[src/rtl/pwm_capture.sv]
// pwm_capture: decodes the duty of a slow PWM input into an 8-bit value.
// The input is synchronised, sampled once per prescaler tick, and each high/low
// frame is measured in ticks. A frame that never closes times out with 0 or 255.
// Optional build macro: PWM_CAPTURE_PERIOD_CHECK_EN adds an ERR strobe for
// frames whose period lies outside PERIOD +/- TOL, and for timeout frames.
module pwm_capture #(
   parameter int unsigned TICK_DIV = 4096,
   parameter int unsigned PERIOD   = 256,
   parameter int unsigned TOL      = 1
) (
   input  logic       CLK,
   input  logic       RST,
   input  logic       PORT_IN,
   output logic [7:0] DATA_OUT,
   output logic       DATA_VALID,
   output logic       ERR
);

   localparam int unsigned LIMIT = PERIOD + TOL + 1;
   localparam int unsigned PW    = (TICK_DIV > 1) ? $clog2(TICK_DIV) : 1;
   localparam int unsigned CW    = $clog2(LIMIT + 1);

   typedef enum logic [1:0] {IDLE, HIGH, LOW} state_t;

   state_t          state;
   logic [PW-1:0]   pre_cnt;
   logic            tick;
   logic            sync_q1;
   logic            sync_q2;
   logic            prev_s;
   logic [CW-1:0]   hi_cnt;
   logic [CW-1:0]   per_cnt;

   logic [CW-1:0]   hi_inc_c;
   logic [CW-1:0]   per_inc_c;
   logic            rise_c;
   logic            per_to_c;
   logic            timeout_c;
   logic            close_c;
   logic [7:0]      hi_sat_c;

   // Two-flop synchroniser for the asynchronous PWM input
   always_ff @(posedge CLK) begin
      if (RST) begin
         sync_q1 <= 1'b0;
         sync_q2 <= 1'b0;
      end else begin
         sync_q1 <= PORT_IN;
         sync_q2 <= sync_q1;
      end
   end

   // Prescaler: one-cycle tick each time the count wraps back to zero
   always_ff @(posedge CLK) begin
      if (RST) begin
         pre_cnt <= '0;
         tick    <= 1'b0;
      end else begin
         tick <= (pre_cnt == PW'(TICK_DIV - 1));
         if (pre_cnt == PW'(TICK_DIV - 1)) begin
            pre_cnt <= '0;
         end else begin
            pre_cnt <= pre_cnt + PW'(1);
         end
      end
   end

   // Saturating increments, edge detection and frame events for the current tick
   always_comb begin
      hi_inc_c  = (hi_cnt  == CW'(LIMIT)) ? hi_cnt  : hi_cnt  + CW'(1);
      per_inc_c = (per_cnt == CW'(LIMIT)) ? per_cnt : per_cnt + CW'(1);
      rise_c    = tick && sync_q2 && !prev_s;
      per_to_c  = (per_inc_c == CW'(LIMIT));
      timeout_c = tick && per_to_c && !rise_c;
      close_c   = (state == LOW) && rise_c;
      hi_sat_c  = (32'(hi_cnt) > 32'd255) ? 8'hFF : 8'(hi_cnt);
   end

   // Frame FSM with registered duty value and valid strobe
   always_ff @(posedge CLK) begin
      if (RST) begin
         state      <= IDLE;
         hi_cnt     <= '0;
         per_cnt    <= '0;
         prev_s     <= 1'b0;
         DATA_OUT   <= 8'h00;
         DATA_VALID <= 1'b0;
      end else begin
         DATA_VALID <= 1'b0;
         if (tick) begin
            prev_s <= sync_q2;
            case (state)
               IDLE: begin
                  if (rise_c) begin
                     state   <= HIGH;
                     hi_cnt  <= CW'(1);
                     per_cnt <= CW'(1);
                  end else if (timeout_c) begin
                     // Idle timeout repeats; the reported value follows the stuck level
                     DATA_OUT   <= sync_q2 ? 8'hFF : 8'h00;
                     DATA_VALID <= 1'b1;
                     per_cnt    <= '0;
                  end else begin
                     per_cnt <= per_inc_c;
                  end
               end
               HIGH: begin
                  if (timeout_c) begin
                     DATA_OUT   <= 8'hFF;
                     DATA_VALID <= 1'b1;
                     state      <= IDLE;
                     hi_cnt     <= '0;
                     per_cnt    <= '0;
                  end else if (sync_q2) begin
                     hi_cnt  <= hi_inc_c;
                     per_cnt <= per_inc_c;
                  end else begin
                     state   <= LOW;
                     per_cnt <= per_inc_c;
                  end
               end
               LOW: begin
                  if (close_c) begin
                     // Rising edge closes this frame and opens the next one
                     DATA_OUT   <= hi_sat_c;
                     DATA_VALID <= 1'b1;
                     state      <= HIGH;
                     hi_cnt     <= CW'(1);
                     per_cnt    <= CW'(1);
                  end else if (timeout_c) begin
                     DATA_OUT   <= 8'h00;
                     DATA_VALID <= 1'b1;
                     state      <= IDLE;
                     hi_cnt     <= '0;
                     per_cnt    <= '0;
                  end else begin
                     per_cnt <= per_inc_c;
                  end
               end
               default: begin
                  state   <= IDLE;
                  hi_cnt  <= '0;
                  per_cnt <= '0;
               end
            endcase
         end
      end
   end

`ifdef PWM_CAPTURE_PERIOD_CHECK_EN
   logic period_bad_c;
   logic err_q;

   // Closed period outside PERIOD +/- TOL; compared in 32 bits to avoid underflow
   always_comb begin
      period_bad_c = (32'(per_cnt) > PERIOD + TOL) || (32'(per_cnt) + TOL < PERIOD);
   end

   // Error strobe aligned with the DATA_VALID it qualifies
   always_ff @(posedge CLK) begin
      if (RST) begin
         err_q <= 1'b0;
      end else begin
         err_q <= (close_c && period_bad_c) || timeout_c;
      end
   end

   assign ERR = err_q;
`else
   assign ERR = 1'b0;
`endif

endmodule

[config.mk]
export PLATFORM = sky130hd
export DESIGN_NAME = pwm_capture
export DESIGN_NICKNAME = d
export VERILOG_FILES = /design/src/rtl/pwm_capture.sv
export SDC_FILE = /design/constraint.sdc
export NUM_CORES = 1
export LEC_CHECK = 0
export ABC_CLOCK_PERIOD_IN_PS = 3390
export CORE_UTILIZATION = 55
export DETAILED_ROUTE_END_ITERATION = 8
export PLACE_DENSITY = 0.79
export SYNTH_ARGS = -nofsm -noshare
export SYNTH_HDL_FRONTEND = slang
export SYNTH_SLANG_ARGS = --single-unit
[constraint.sdc]
create_clock -name CLK -period 3.39 [get_ports CLK]
set_input_delay 0.8475 -clock CLK [delete_from_list [all_inputs] [get_ports CLK]]
set_output_delay 0.8475 -clock CLK [all_outputs]
set_load 0.005 [all_outputs]
==> run summary <==
impl run done, here's what came out: outcome=complete, no violations, combinational share of cell area=0.533, hpwl dp=3510 um, first-pass GRT wire length=8670 um, count of library flops with an enable pin=0, Post-DRT Antenna Nets=0, period utilisation layout=0.836, routability cong.=about 0.86, area grow syn2layout=9.15%, DR vias/cell=between 5 and 6, placed cells=348, Worst-Skew Late Latency=0.30 ns, number of global-route vias before repair=approximately 1900, logic area=1450 sq um, fill count=393, Final Hold Violating Endpoints=0, CTS Hold Bufs=0, Final Critical Period=2.83 ns, Leak=~0.98 nW, FF/Latch Area=901 sq um, placed instance area=2590 sq um, slew of the pin with the lowest slew margin=roughly 0.86 ns, combinational share of power=0.030, yosys warns=0, # nets final=between 300 and 400, Critical Setup Path Class=reg2reg, DRC violations left=0, critical path data arrival time=a little over 3 ns, DIE AREA=4800 sq um, count of clock buffers in the final design=6, met3 WL=approximately 170 um, Setup WS post-layout=0.557 ns, post-place setup slack=0.628 ns, Post CTS Setup Buffer Count=0, clock power share=0.425, I/O Buffers=11, syn nets=around 310, number of register bits inferred by synthesis=45, Seq area share=0.332, RSZ-0062 raised after global routing=no, Die Ht=69.3 um, Reg2Reg Depth=9, Initial DRC Count=158, post-synthesis sequential area ratio=0.362, Hold Crit Start=pre_cnt[0], clk sink count=45, inverter count=13, P_int=0.784 mW, dominant class by area=logic gates, number of distinct standard cells referenced by the synthesized netlist=between 40 and 50, top routing layer in use=met4, MI comb cells=224, pin count of the biggest net entering global routing=25, max-slew violation count=0, cts bufs inserted=5, Tool Warnings=31, Setup crit start=per_cnt[0], buffer count excluding the clock tree in the final layout=14, flop2flop setup slack=0.56 ns, Most used DFF post-synth=dfxtp_1, Avg Cell Area, Syn=slightly above 8 sq um, Switching Share=0.202, IO Count=13, CP endpoint kind=register, area share, top type=0.362, non-filler instance count after layout=356, RR Startpoint=per_cnt[0], drt first pass iters=4, die width=between 60 and 70 um, antenna violations before repair=0, CP max stage delay=approximately 0.6 ns, asr flop ratio synth=0, part of the power in registers=0.545, switching pwr=0.199 mW, yosys stat area=2490 sq um, reg2reg end=DATA_OUT[1], Final Cell Area=2720 sq um, CP most frequent cell=o211ai_1, layout cells sized above 1=0.0592, # resized after CTS=0, hold depth=1, CTS tree=yes, top cells by area=dfxtp_1, o21ai_0, ha_1, Final TNS setup=0 ns, Core Rows=24, wire length per cell=13.9 um, htree depth=2, final setup vio count=0, n_taps=52, relative slew slack=0.429, met2 wire length=2230 um, Fmax=between 300 and 400 MHz, Worst EP required=3.62 ns, yosys cell count=299, cells after synthesis=around 300, Reg clk slew, reported paths=about 0.080 ns
[cell usage in the layout (no fill, tap or decap), drive strengths merged, types with 2 or more instances in the layout]
cell,synthesis,routed
buf,7,3
nor4,3,3
a22o,3,3
clkdlybuf4s50,0,11
or4b,2,2
inv,13,13
o211ai,7,7
a21o,3,3
ha,10,10
or3,3,3
and3,14,14
dfxtp,45,45
nand3,16,16
xor2,10,10
nor3,3,3
nor2b,6,6
nand3b,2,2
nor4b,3,3
nand2b,20,20
a21oi,9,9
o311ai,2,2
o22ai,4,4
and2,3,3
nor2,30,30
and4,2,2
nand2,13,13
xnor2,6,6
a211oi,3,3
o21ai,29,29
mux2i,3,3
clkbuf,10,6
o32ai,3,3
[flip-flops by register name (all words and copies together), names as in the netlist, 2 cells and up]
| name | count |
|---|---|
| pre_cnt | 12 |
| hi_cnt | 9 |
| per_cnt | 9 |
| DATA_OUT | 8 |
| state | 2 |
[worst max-delay path by stage]
| stage | end | slack, ns | cells past startpoint |
|---|---|---|---|
| 6_report | DATA_OUT[1] | 0.56 | 9 |
| 3_3_place_gp | DATA_OUT[1] | 0.68 | 9 |
| 5_1_grt | DATA_OUT[2] | 0.26 | 9 |
| 2_1_floorplan | state[1] | 0.92 | 10 |
| 3_5_place_dp | DATA_OUT[1] | 0.63 | 9 |
| 4_1_cts | DATA_OUT[1] | 0.56 | 9 |
[worst max-delay path: cells and delay by family, from the launching register on]
| kind | cells | cell delay [ns] |
|---|---|---|
| adder cells (fa/ha/maj) | 1 | 0.31 |
| flip-flops | 1 | 0.44 |
| AND/OR/NAND/NOR | 2 | 0.74 |
| AND-OR/OR-AND | 5 | 1.17 |
| buffers and inverters | 1 | 0.11 |
[logic make-up (layout without fill, tap and decap cells)]
kind of cell,Yosys count,after routing,synth area share
flops,45,45,0.362
compound gates,69,69,0.176
simple gates,125,125,0.286
fa+ha+maj,10,10,0.0503
mux,3,3,0.0121
buf+inv,30,35,0.0558
xor+xnor,16,16,0.0563
other cells,1,1,0.00151
[through the flow]
stage	utilization	hold WS, ns
after floorplan	-	0.414
after global placement	0.596	0.441
after detailed placement	0.596	0.436
after CTS	0.624	0.462
after global routing	0.624	0.483
final	0.624	0.462
[power groups by stage]
| stage | Combinational (mW) | Sequential, mW | Clock [mW] |
|---|---|---|---|
| 2_1_floorplan | 0.0207 | 0.547 | 0 |
| 3_3_place_gp | 0.0281 | 0.548 | 0 |
| 3_5_place_dp | 0.0289 | 0.549 | 0 |
| 4_1_cts | 0.0290 | 0.536 | 0.429 |
| 5_1_grt | 0.0324 | 0.537 | 0.447 |
| 6_report | 0.0291 | 0.536 | 0.418 |
[per-layer routing]
metal | GRT usage | vias up
met4 | 0.0748 | 0
met2 | 0.356 | 37
met1 | 0.294 | 938
li1 | - | 1056
met5 | 0 | -
met3 | 0.0465 | 7
[Yosys cell counts (all sizes together) (4+ instances only)]
master,number
a21oi,9
and3,14
buf,7
clkbuf,10
dfxtp,45
ha,10
inv,13
nand2,13
nand2b,20
nand3,16
nor2,30
nor2b,6
o211ai,7
o21ai,29
o22ai,4
xnor2,6
xor2,10
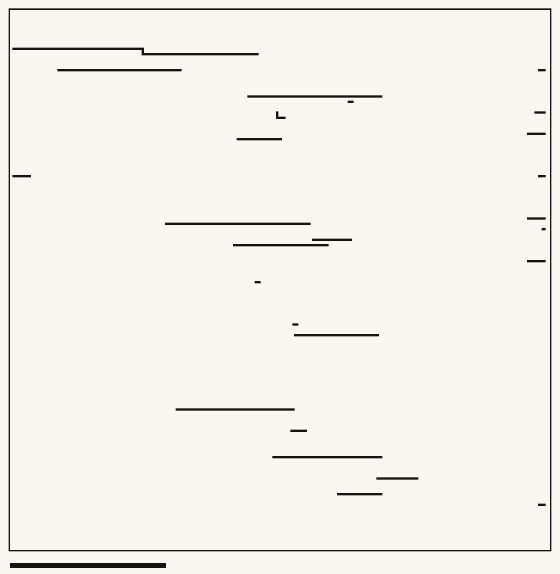
met3.png
The bar under the picture is 20 um long.
- main direction: horizontal
- longest straight run: 18.4 um
- wire length on this layer: 171 um
final WL: 4950 um
Via Count: 2038
met3 usage: 0.0465

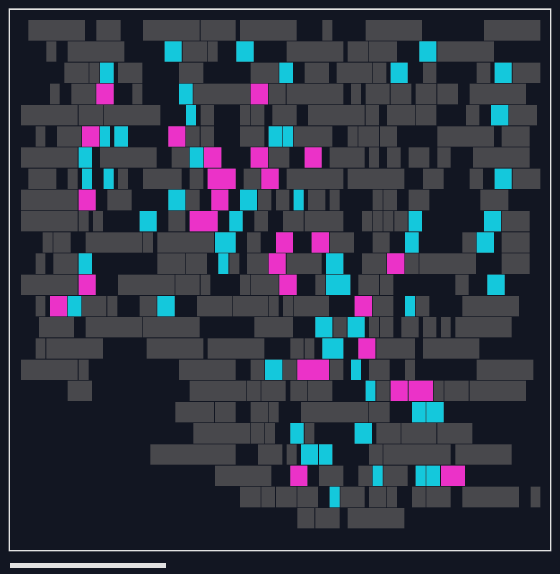
gate_families.png
The bar under the picture is 20 um long.
- cyan: NAND gates (cells 53; where spread over the die)
- magenta: AND and OR gates (cells 26)

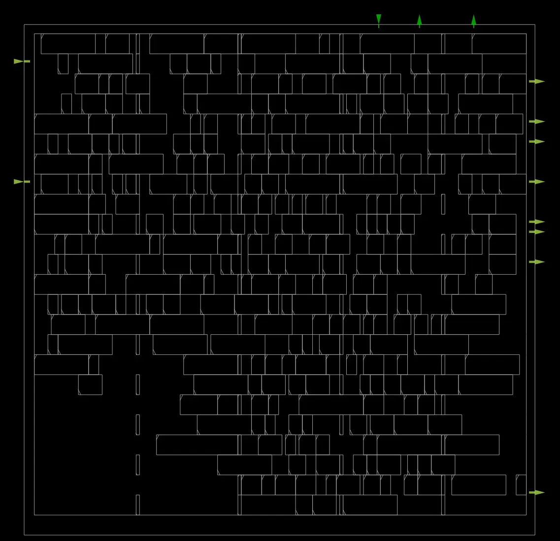
final_placement.png
Floorplan Core Area: 4350 sq um
post-layout util: 0.624
flip-flop and latch count: 45

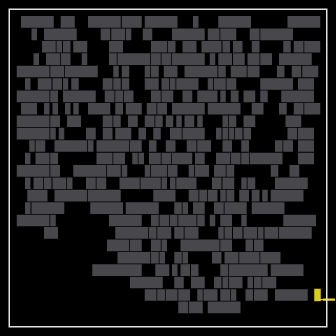
port_nets.png
- yellow: `ERR` (bits 1; direction output; end cells 1; buffers 0; wire 0.900 um)

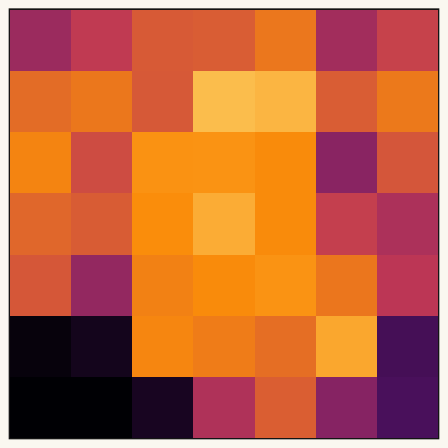
density.png
7 x 7 tiles, from black (low) to pale yellow (high), 0 to 100% covered.
- fullest tile: 86%
- nearly empty tiles: 6.1%
- tiles over 75% full: 16%
- emptiest ninth of the die: lower left
Pre-Place Util: 0.571

Power figures rest on the tool's default switching activity, not on a simulated workload.
